==> images/pdn.png <==
Bar = 100 um. Pins as bars on the die edge. Tap cells in gray.
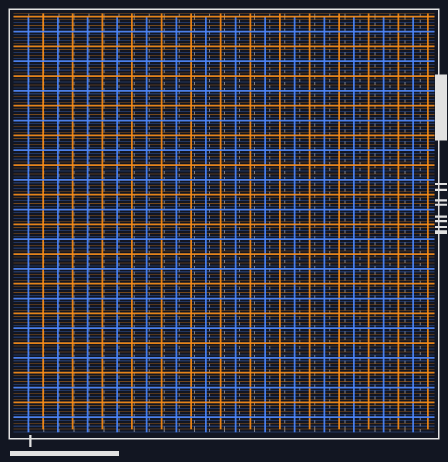
==> images/cell_classes.png <==
Bar = 100 um.
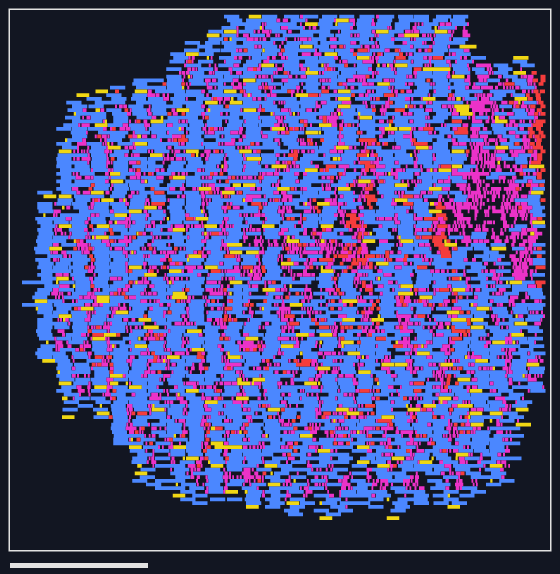
==> config.mk <==
export PLATFORM = sky130hd
export DESIGN_NAME = exec_unit
export DESIGN_NICKNAME = d
export VERILOG_FILES = /design/src/rtl/exec_unit.sv
export SDC_FILE = /design/constraint.sdc
export NUM_CORES = 2
export LEC_CHECK = 0
export ABC_AREA = 1
export CORE_MARGIN = 3
export CORE_UTILIZATION = 57
export CTS_CLUSTER_DIAMETER = 80
export DETAILED_ROUTE_END_ITERATION = 10
export GPL_TIMING_DRIVEN = 1
export PLACE_DENSITY = 0.81
export SETUP_SLACK_MARGIN = 0.02
export SLEW_MARGIN = 20
export SYNTH_ARGS = -nofsm -noshare
export SYNTH_HDL_FRONTEND = slang
export SYNTH_SLANG_ARGS = --single-unit
export TNS_END_PERCENT = 100
==> constraint.sdc <==
create_clock -name clk -period 4.11 [get_ports clk]
set_input_delay 0.822 -clock clk [delete_from_list [all_inputs] [get_ports clk]]
set_output_delay 0.822 -clock clk [all_outputs]
set_load 0.01 [all_outputs]
==> src/rtl/exec_unit.sv <==
// exec_unit: multi-cycle execution unit with ALU ops, a word-addressed data
// memory (LW/SW), a branch-on-equal program counter and a shift-add
// multiplier. A single request is in flight at a time; the result is held
// in DONE until the consumer takes it with out_ready.
module exec_unit #(
    parameter int DATA_W = 8,
    parameter int ADDR_W = 8
) (
    input  logic              clk,
    input  logic              reset,
    input  logic              in_valid,
    output logic              in_ready,
    input  logic [3:0]        op,
    input  logic [DATA_W-1:0] src1,
    input  logic [DATA_W-1:0] src2,
    input  logic [DATA_W-1:0] wdata,
    output logic              out_valid,
    input  logic              out_ready,
    output logic [DATA_W-1:0] result,
    output logic              zero,
    output logic              carry,
    output logic              ovf,
    output logic              err,
    output logic [DATA_W-1:0] pc
);

    // ------------------------------------------------------------------
    // Encodings and derived sizes
    // ------------------------------------------------------------------
    localparam logic [3:0] OP_ADD = 4'd0;
    localparam logic [3:0] OP_SUB = 4'd1;
    localparam logic [3:0] OP_AND = 4'd2;
    localparam logic [3:0] OP_OR  = 4'd3;
    localparam logic [3:0] OP_XOR = 4'd4;
    localparam logic [3:0] OP_SLT = 4'd5;
    localparam logic [3:0] OP_LW  = 4'd6;
    localparam logic [3:0] OP_SW  = 4'd7;
    localparam logic [3:0] OP_BEQ = 4'd8;
    localparam logic [3:0] OP_MUL = 4'd9;

    localparam int MSB   = DATA_W - 1;
    localparam int DEPTH = 1 << ADDR_W;
    // Counter must reach DATA_W (multiplier iterations) and 1 (memory phase).
    localparam int CNT_W = $clog2(DATA_W + 1);

    typedef enum logic [2:0] {
        S_IDLE,
        S_EXEC,
        S_MEM,
        S_MUL,
        S_DONE
    } state_t;

    // ------------------------------------------------------------------
    // State and registers
    // ------------------------------------------------------------------
    state_t              r_state;
    state_t              w_state_next;

    logic [3:0]          r_op;
    logic [DATA_W-1:0]   r_src1;
    logic [DATA_W-1:0]   r_src2;
    logic [DATA_W-1:0]   r_wdata;

    // Shared step counter: multiplier iteration count, or LW read phase.
    logic [CNT_W-1:0]    r_cnt;

    logic [DATA_W-1:0]   r_mul_acc;
    logic [DATA_W-1:0]   r_mul_mcand;
    logic [DATA_W-1:0]   r_mul_mplier;

    logic [DATA_W-1:0]   r_mem [DEPTH];
    logic [DATA_W-1:0]   r_rdata;

    logic [DATA_W-1:0]   r_result;
    logic                r_zero;
    logic                r_carry;
    logic                r_ovf;
    logic                r_err;
    logic [DATA_W-1:0]   r_pc;

    // ------------------------------------------------------------------
    // Control strobes from the FSM
    // ------------------------------------------------------------------
    logic                w_accept;     // request taken this cycle
    logic                w_latch;      // final cycle of an op: capture result/flags
    logic                w_mul_step;   // one shift-add iteration
    logic                w_mem_rd;     // synchronous memory read issue
    logic                w_mem_we;     // SW write strobe
    logic                w_handshake;  // result consumed, pc advances

    // ------------------------------------------------------------------
    // Datapath wires
    // ------------------------------------------------------------------
    logic [DATA_W:0]     w_add_full;
    logic [DATA_W:0]     w_sub_full;
    logic                w_add_ovf;
    logic                w_sub_ovf;
    logic [DATA_W-1:0]   w_sum;
    logic [ADDR_W-1:0]   w_addr;
    logic [DATA_W-1:0]   w_addr_ext;
    logic                w_slt;
    logic                w_beq_taken;

    logic [DATA_W-1:0]   w_res_next;
    logic                w_carry_next;
    logic                w_ovf_next;
    logic                w_err_next;

    // Carry-out and borrow fall out of the extra top bit of the extended sum/difference.
    assign w_add_full = {1'b0, r_src1} + {1'b0, r_src2};
    assign w_sub_full = {1'b0, r_src1} - {1'b0, r_src2};
    assign w_add_ovf  = (r_src1[MSB] == r_src2[MSB]) && (w_add_full[MSB] != r_src1[MSB]);
    assign w_sub_ovf  = (r_src1[MSB] != r_src2[MSB]) && (w_sub_full[MSB] != r_src1[MSB]);
    assign w_slt      = $signed(r_src1) < $signed(r_src2);

    // Memory address: DATA_W-bit sum (carry dropped), then its low ADDR_W bits.
    assign w_sum       = r_src1 + r_src2;
    assign w_addr      = ADDR_W'(w_sum);
    assign w_addr_ext  = DATA_W'(w_addr);

    assign w_beq_taken = (r_op == OP_BEQ) && (r_src1 == r_src2);

    assign in_ready  = (r_state == S_IDLE);
    assign out_valid = (r_state == S_DONE);
    assign result    = r_result;
    assign zero      = r_zero;
    assign carry     = r_carry;
    assign ovf       = r_ovf;
    assign err       = r_err;
    assign pc        = r_pc;

    // ------------------------------------------------------------------
    // FSM
    // ------------------------------------------------------------------

    // State register; asserting reset drops any op in flight back to IDLE.
    always_ff @(posedge clk or posedge reset) begin
        // NOTE: sequential state uses non-blocking assignments so every register
        // samples pre-edge values regardless of block ordering.
        if (reset) begin
            r_state <= S_IDLE;
        end else begin
            r_state <= w_state_next;
        end
    end

    // Next-state and control strobes; requests arriving while busy are ignored.
    always_comb begin
        // NOTE: every output of this block is defaulted first so no path
        // leaves one unassigned, which would otherwise infer a latch.
        w_state_next = r_state;
        w_accept     = 1'b0;
        w_latch      = 1'b0;
        w_mul_step   = 1'b0;
        w_mem_rd     = 1'b0;
        w_mem_we     = 1'b0;
        w_handshake  = 1'b0;
        case (r_state)
            S_IDLE: begin
                if (in_valid) begin
                    w_accept = 1'b1;
                    if (op == OP_LW) begin
                        w_state_next = S_MEM;
                    end else if (op == OP_MUL) begin
                        w_state_next = S_MUL;
                    end else begin
                        w_state_next = S_EXEC;
                    end
                end
            end
            S_EXEC: begin
                w_latch      = 1'b1;
                w_mem_we     = (r_op == OP_SW);
                w_state_next = S_DONE;
            end
            S_MEM: begin
                // First cycle issues the read, second captures the returned word.
                if (r_cnt == '0) begin
                    w_mem_rd = 1'b1;
                end else begin
                    w_latch      = 1'b1;
                    w_state_next = S_DONE;
                end
            end
            S_MUL: begin
                // DATA_W iterations, then one cycle to capture the product.
                if (r_cnt < CNT_W'(DATA_W)) begin
                    w_mul_step = 1'b1;
                end else begin
                    w_latch      = 1'b1;
                    w_state_next = S_DONE;
                end
            end
            S_DONE: begin
                if (out_ready) begin
                    w_handshake  = 1'b1;
                    w_state_next = S_IDLE;
                end
            end
            default: begin
                w_state_next = S_IDLE;
            end
        endcase
    end

    // ------------------------------------------------------------------
    // Datapath
    // ------------------------------------------------------------------

    // Capture operands and opcode at acceptance so the bus may change freely afterwards.
    always_ff @(posedge clk or posedge reset) begin
        if (reset) begin
            r_op    <= '0;
            r_src1  <= '0;
            r_src2  <= '0;
            r_wdata <= '0;
        end else if (w_accept) begin
            r_op    <= op;
            r_src1  <= src1;
            r_src2  <= src2;
            r_wdata <= wdata;
        end
    end

    // Step counter: cleared on acceptance, advanced per read phase or multiply iteration.
    always_ff @(posedge clk or posedge reset) begin
        if (reset) begin
            r_cnt <= '0;
        end else if (w_accept) begin
            r_cnt <= '0;
        end else if (w_mem_rd || w_mul_step) begin
            r_cnt <= r_cnt + CNT_W'(1);
        end
    end

    // Shift-add multiplier keeping only the low DATA_W bits of the product.
    always_ff @(posedge clk or posedge reset) begin
        if (reset) begin
            r_mul_acc    <= '0;
            r_mul_mcand  <= '0;
            r_mul_mplier <= '0;
        end else if (w_accept) begin
            r_mul_acc    <= '0;
            r_mul_mcand  <= src1;
            r_mul_mplier <= src2;
        end else if (w_mul_step) begin
            r_mul_acc    <= r_mul_acc + (r_mul_mplier[0] ? r_mul_mcand : '0);
            r_mul_mcand  <= r_mul_mcand << 1;
            r_mul_mplier <= r_mul_mplier >> 1;
        end
    end

    // Data memory: synchronous write for SW, synchronous read for LW.
    always_ff @(posedge clk) begin
        // NOTE: the memory array has no reset; its contents persist across reset.
        // Writes are still blocked by reset because the strobe depends on r_state.
        if (w_mem_we) begin
            r_mem[w_addr] <= r_wdata;
        end
        if (w_mem_rd) begin
            r_rdata <= r_mem[w_addr];
        end
    end

    // Result and flag selection for the op finishing this cycle.
    always_comb begin
        w_res_next   = '0;
        w_carry_next = 1'b0;
        w_ovf_next   = 1'b0;
        w_err_next   = 1'b0;
        if (r_state == S_MEM) begin
            w_res_next = r_rdata;
        end else if (r_state == S_MUL) begin
            w_res_next = r_mul_acc;
        end else begin
            case (r_op)
                OP_ADD: begin
                    w_res_next   = w_add_full[DATA_W-1:0];
                    w_carry_next = w_add_full[DATA_W];
                    w_ovf_next   = w_add_ovf;
                end
                OP_SUB: begin
                    w_res_next   = w_sub_full[DATA_W-1:0];
                    w_carry_next = w_sub_full[DATA_W];
                    w_ovf_next   = w_sub_ovf;
                end
                OP_AND: w_res_next = r_src1 & r_src2;
                OP_OR:  w_res_next = r_src1 | r_src2;
                OP_XOR: w_res_next = r_src1 ^ r_src2;
                OP_SLT: w_res_next = {{(DATA_W-1){1'b0}}, w_slt};
                OP_SW:  w_res_next = w_addr_ext;
                OP_BEQ: w_res_next = w_sub_full[DATA_W-1:0];
                OP_LW, OP_MUL: w_res_next = '0;
                default: w_err_next = 1'b1;
            endcase
        end
    end

    // Result/flag registers; they only change when an op completes, so they
    // stay stable throughout DONE.
    always_ff @(posedge clk or posedge reset) begin
        if (reset) begin
            r_result <= '0;
            r_zero   <= 1'b1;
            r_carry  <= 1'b0;
            r_ovf    <= 1'b0;
            r_err    <= 1'b0;
        end else if (w_latch) begin
            r_result <= w_res_next;
            r_zero   <= (w_res_next == '0);
            r_carry  <= w_carry_next;
            r_ovf    <= w_ovf_next;
            r_err    <= w_err_next;
        end
    end

    // Program counter advances once per op, at the result handshake.
    always_ff @(posedge clk or posedge reset) begin
        if (reset) begin
            r_pc <= '0;
        end else if (w_handshake) begin
            if (w_beq_taken) begin
                r_pc <= r_pc + r_src2;
            end else begin
                r_pc <= r_pc + DATA_W'(1);
            end
        end
    end

endmodule

==> changes_impl.md <==
### Implementation results

* Critical path launch point: r_src1[0]$_DFFE_PP0P_
* Post-synthesis to final-layout area growth at 14.1%
* Chip width at a little under 400 um
* Clock buffer depth at 3
* Reg2reg start: r_src1[0]$_DFFE_PP0P_
* Slew at the pin with the worst max-slew slack at 1.04 ns
* Status: finished, final reports clean
* CTS tree: done
* GR Util met3 at 8.47%
* RSZ-0062 raised after global routing: false
* Syn Inst Count at 7015
* Initial antenna violation count at 8
* #FFs+latches synth at 2135
* Die y size at 392 um
* Post-synth seq share at 74.9%
* Clk ins delay skew pair at 0.84 ns
* Distinct cells, synth at 40
* Post-synth EDFFs at 2056
* Final std cells w/o fill at 9467
* CP Class: reg2reg
* Final Max Tran Viols at 0
* Core area at 0.148 mm2
* Period minus WS final at approximately 4.1 ns
* Most frequent CP cell: nand2_1
* Crit end category: register
* Post-Syn Area at around 0.085 mm2
* CP Data Required Time at 4.69 ns
* Yosys stat area at 0.0851 mm2
* Flop area at approximately 0.064 mm2
* Total CTS buffers at between 150 and 200
* Fin Setup TNS at 0 ns
* Slew margin rel. at 30.7%
* Vias per inst at ~6.3
* Clock sink count at 2135
* R2r worst-path depth at 17
* DR pass1 iterations at 9
* Post-synth top flop: edfxtp_1
* Yosys warning total at 0
* Max stage delay on crit path at about 0.51 ns
* Syn Nets at slightly above 7k
* Combinational gate area at 0.0194 mm2
* Floorplan utilization at between 50% and 60%
* Post-placement cell count at 9098
* Clock Pin Slew Worst Setup and Hold Paths at 0.07 ns
* Io pins at around 54
* Site Rows at around 140
* Hold buffers post-CTS at 0
* Final setup violation count at 0
About pdn.png:
legend:
  orange:
    net: VDD
  blue:
    net: VSS
met1 rails: 142
tap cells: 1930

About cell_classes.png:
legend:
  blue:
    class: flip-flops
    cells: 2135
  yellow:
    class: clock drivers and dummy loads
    cells: 357
  red:
    class: other buffers and delay cells
    cells: 512
  magenta:
    class: all other logic
    cells: 4522

==> Yosys cell counts, drive strengths merged (7+ instances only) <==
| master | count | share of area, % |
|---|---|---|
| nand4 | 398 | 2.9 |
| nor2 | 370 | 1.7 |
| clkbuf | 129 | 0.57 |
| o22ai | 7 | 0.051 |
| nand3 | 180 | 1.1 |
| buf | 229 | 1.3 |
| ha | 40 | 0.59 |
| nand2 | 3028 | 13 |
| dfrtp | 78 | 2.3 |
| a22oi | 212 | 1.9 |
| edfxtp | 2056 | 73 |
| a21oi | 39 | 0.23 |
| inv | 121 | 0.53 |
| o21ai | 80 | 0.47 |
==> cell families (layout without fill, tap and decap cells) <==
group                    count (synthesis)  in the layout  share of synthesized area, %
AND-OR/OR-AND                          356            356                          2.78
buffers and inverters                  479            990                          2.39
other                                    0             11                             0
flip-flops                            2135           2135                          74.9
XOR/XNOR                                 9              9                         0.101
AND/OR/NAND/NOR                       3992           3992                          19.2
adder cells (fa/ha/maj)                 44             44                         0.682
==> critical path, delay by kind of cell (launching register included) <==
| family | cells | cell delay (ns) |
|---|---|---|
| compound gates | 1 | 0.44 |
| fa+ha+maj | 2 | 0.78 |
| buf+inv | 5 | 0.93 |
| flops | 1 | 0.39 |
| simple gates | 9 | 1.20 |
==> final cells by class <==
type | instances | area share, %
repair buffers | 512 | 4.94
multi-input cells | 4401 | 20.0
well taps | 1930 | 2.49
flip-flops and latches | 2135 | 65.7
clock buffers | 240 | 5.38
clock inverters | 117 | 0.998
inverters | 121 | 0.482
diodes | 11 | 0.0284
==> state kept, by name, summed over array words and instances (netlist names), 3 cells and up <==
signal / count
result: 8
pc: 8
r_op: 4
r_src2: 8
r_state: 3
r_mul_acc: 8
r_src1: 8
r_mul_mcand: 8
r_mem: 2048
r_mul_mplier: 8
r_wdata: 8
r_cnt: 4
r_rdata: 8
==> metal layers <==
layer	part of all wire [%]	vias up
li1	-	25300
met1	34	28400
met2	46	4768
met3	14	926
met4	5.8	14
met5	0.041	-
==> placed cells by master (no fill, tap or decap), types with 38 or more instances in the layout <==
| cell type | count |
|---|---|
| a22oi_1 | 212 |
| buf_4 | 394 |
| edfxtp_1 | 2056 |
| clkbuf_16 | 203 |
| nand4_1 | 398 |
| ha_1 | 40 |
| inv_1 | 98 |
| clkinv_1 | 53 |
| nand3_1 | 180 |
| a21oi_1 | 38 |
| buf_12 | 64 |
| o21ai_0 | 76 |
| clkdlybuf4s50_1 | 53 |
| nand2_1 | 3011 |
| dfrtp_1 | 70 |
| nor2_1 | 354 |
==> what timing repair did <==
item,CTS,global route
gates resized,0,1
setup endpoints to repair,0,1
setup buffers,0,0
==> metrics by stage <==
stage	instance area, um2	setup slack (ns)	hold WS, ns
floorplan	85100	0.123	0.437
global placement	90800	0.258	0.448
detailed placement	90800	0.291	0.463
CTS	97000	0.236	0.260
global route	97000	0.0410	0.308
finish	97100	0.0590	0.297
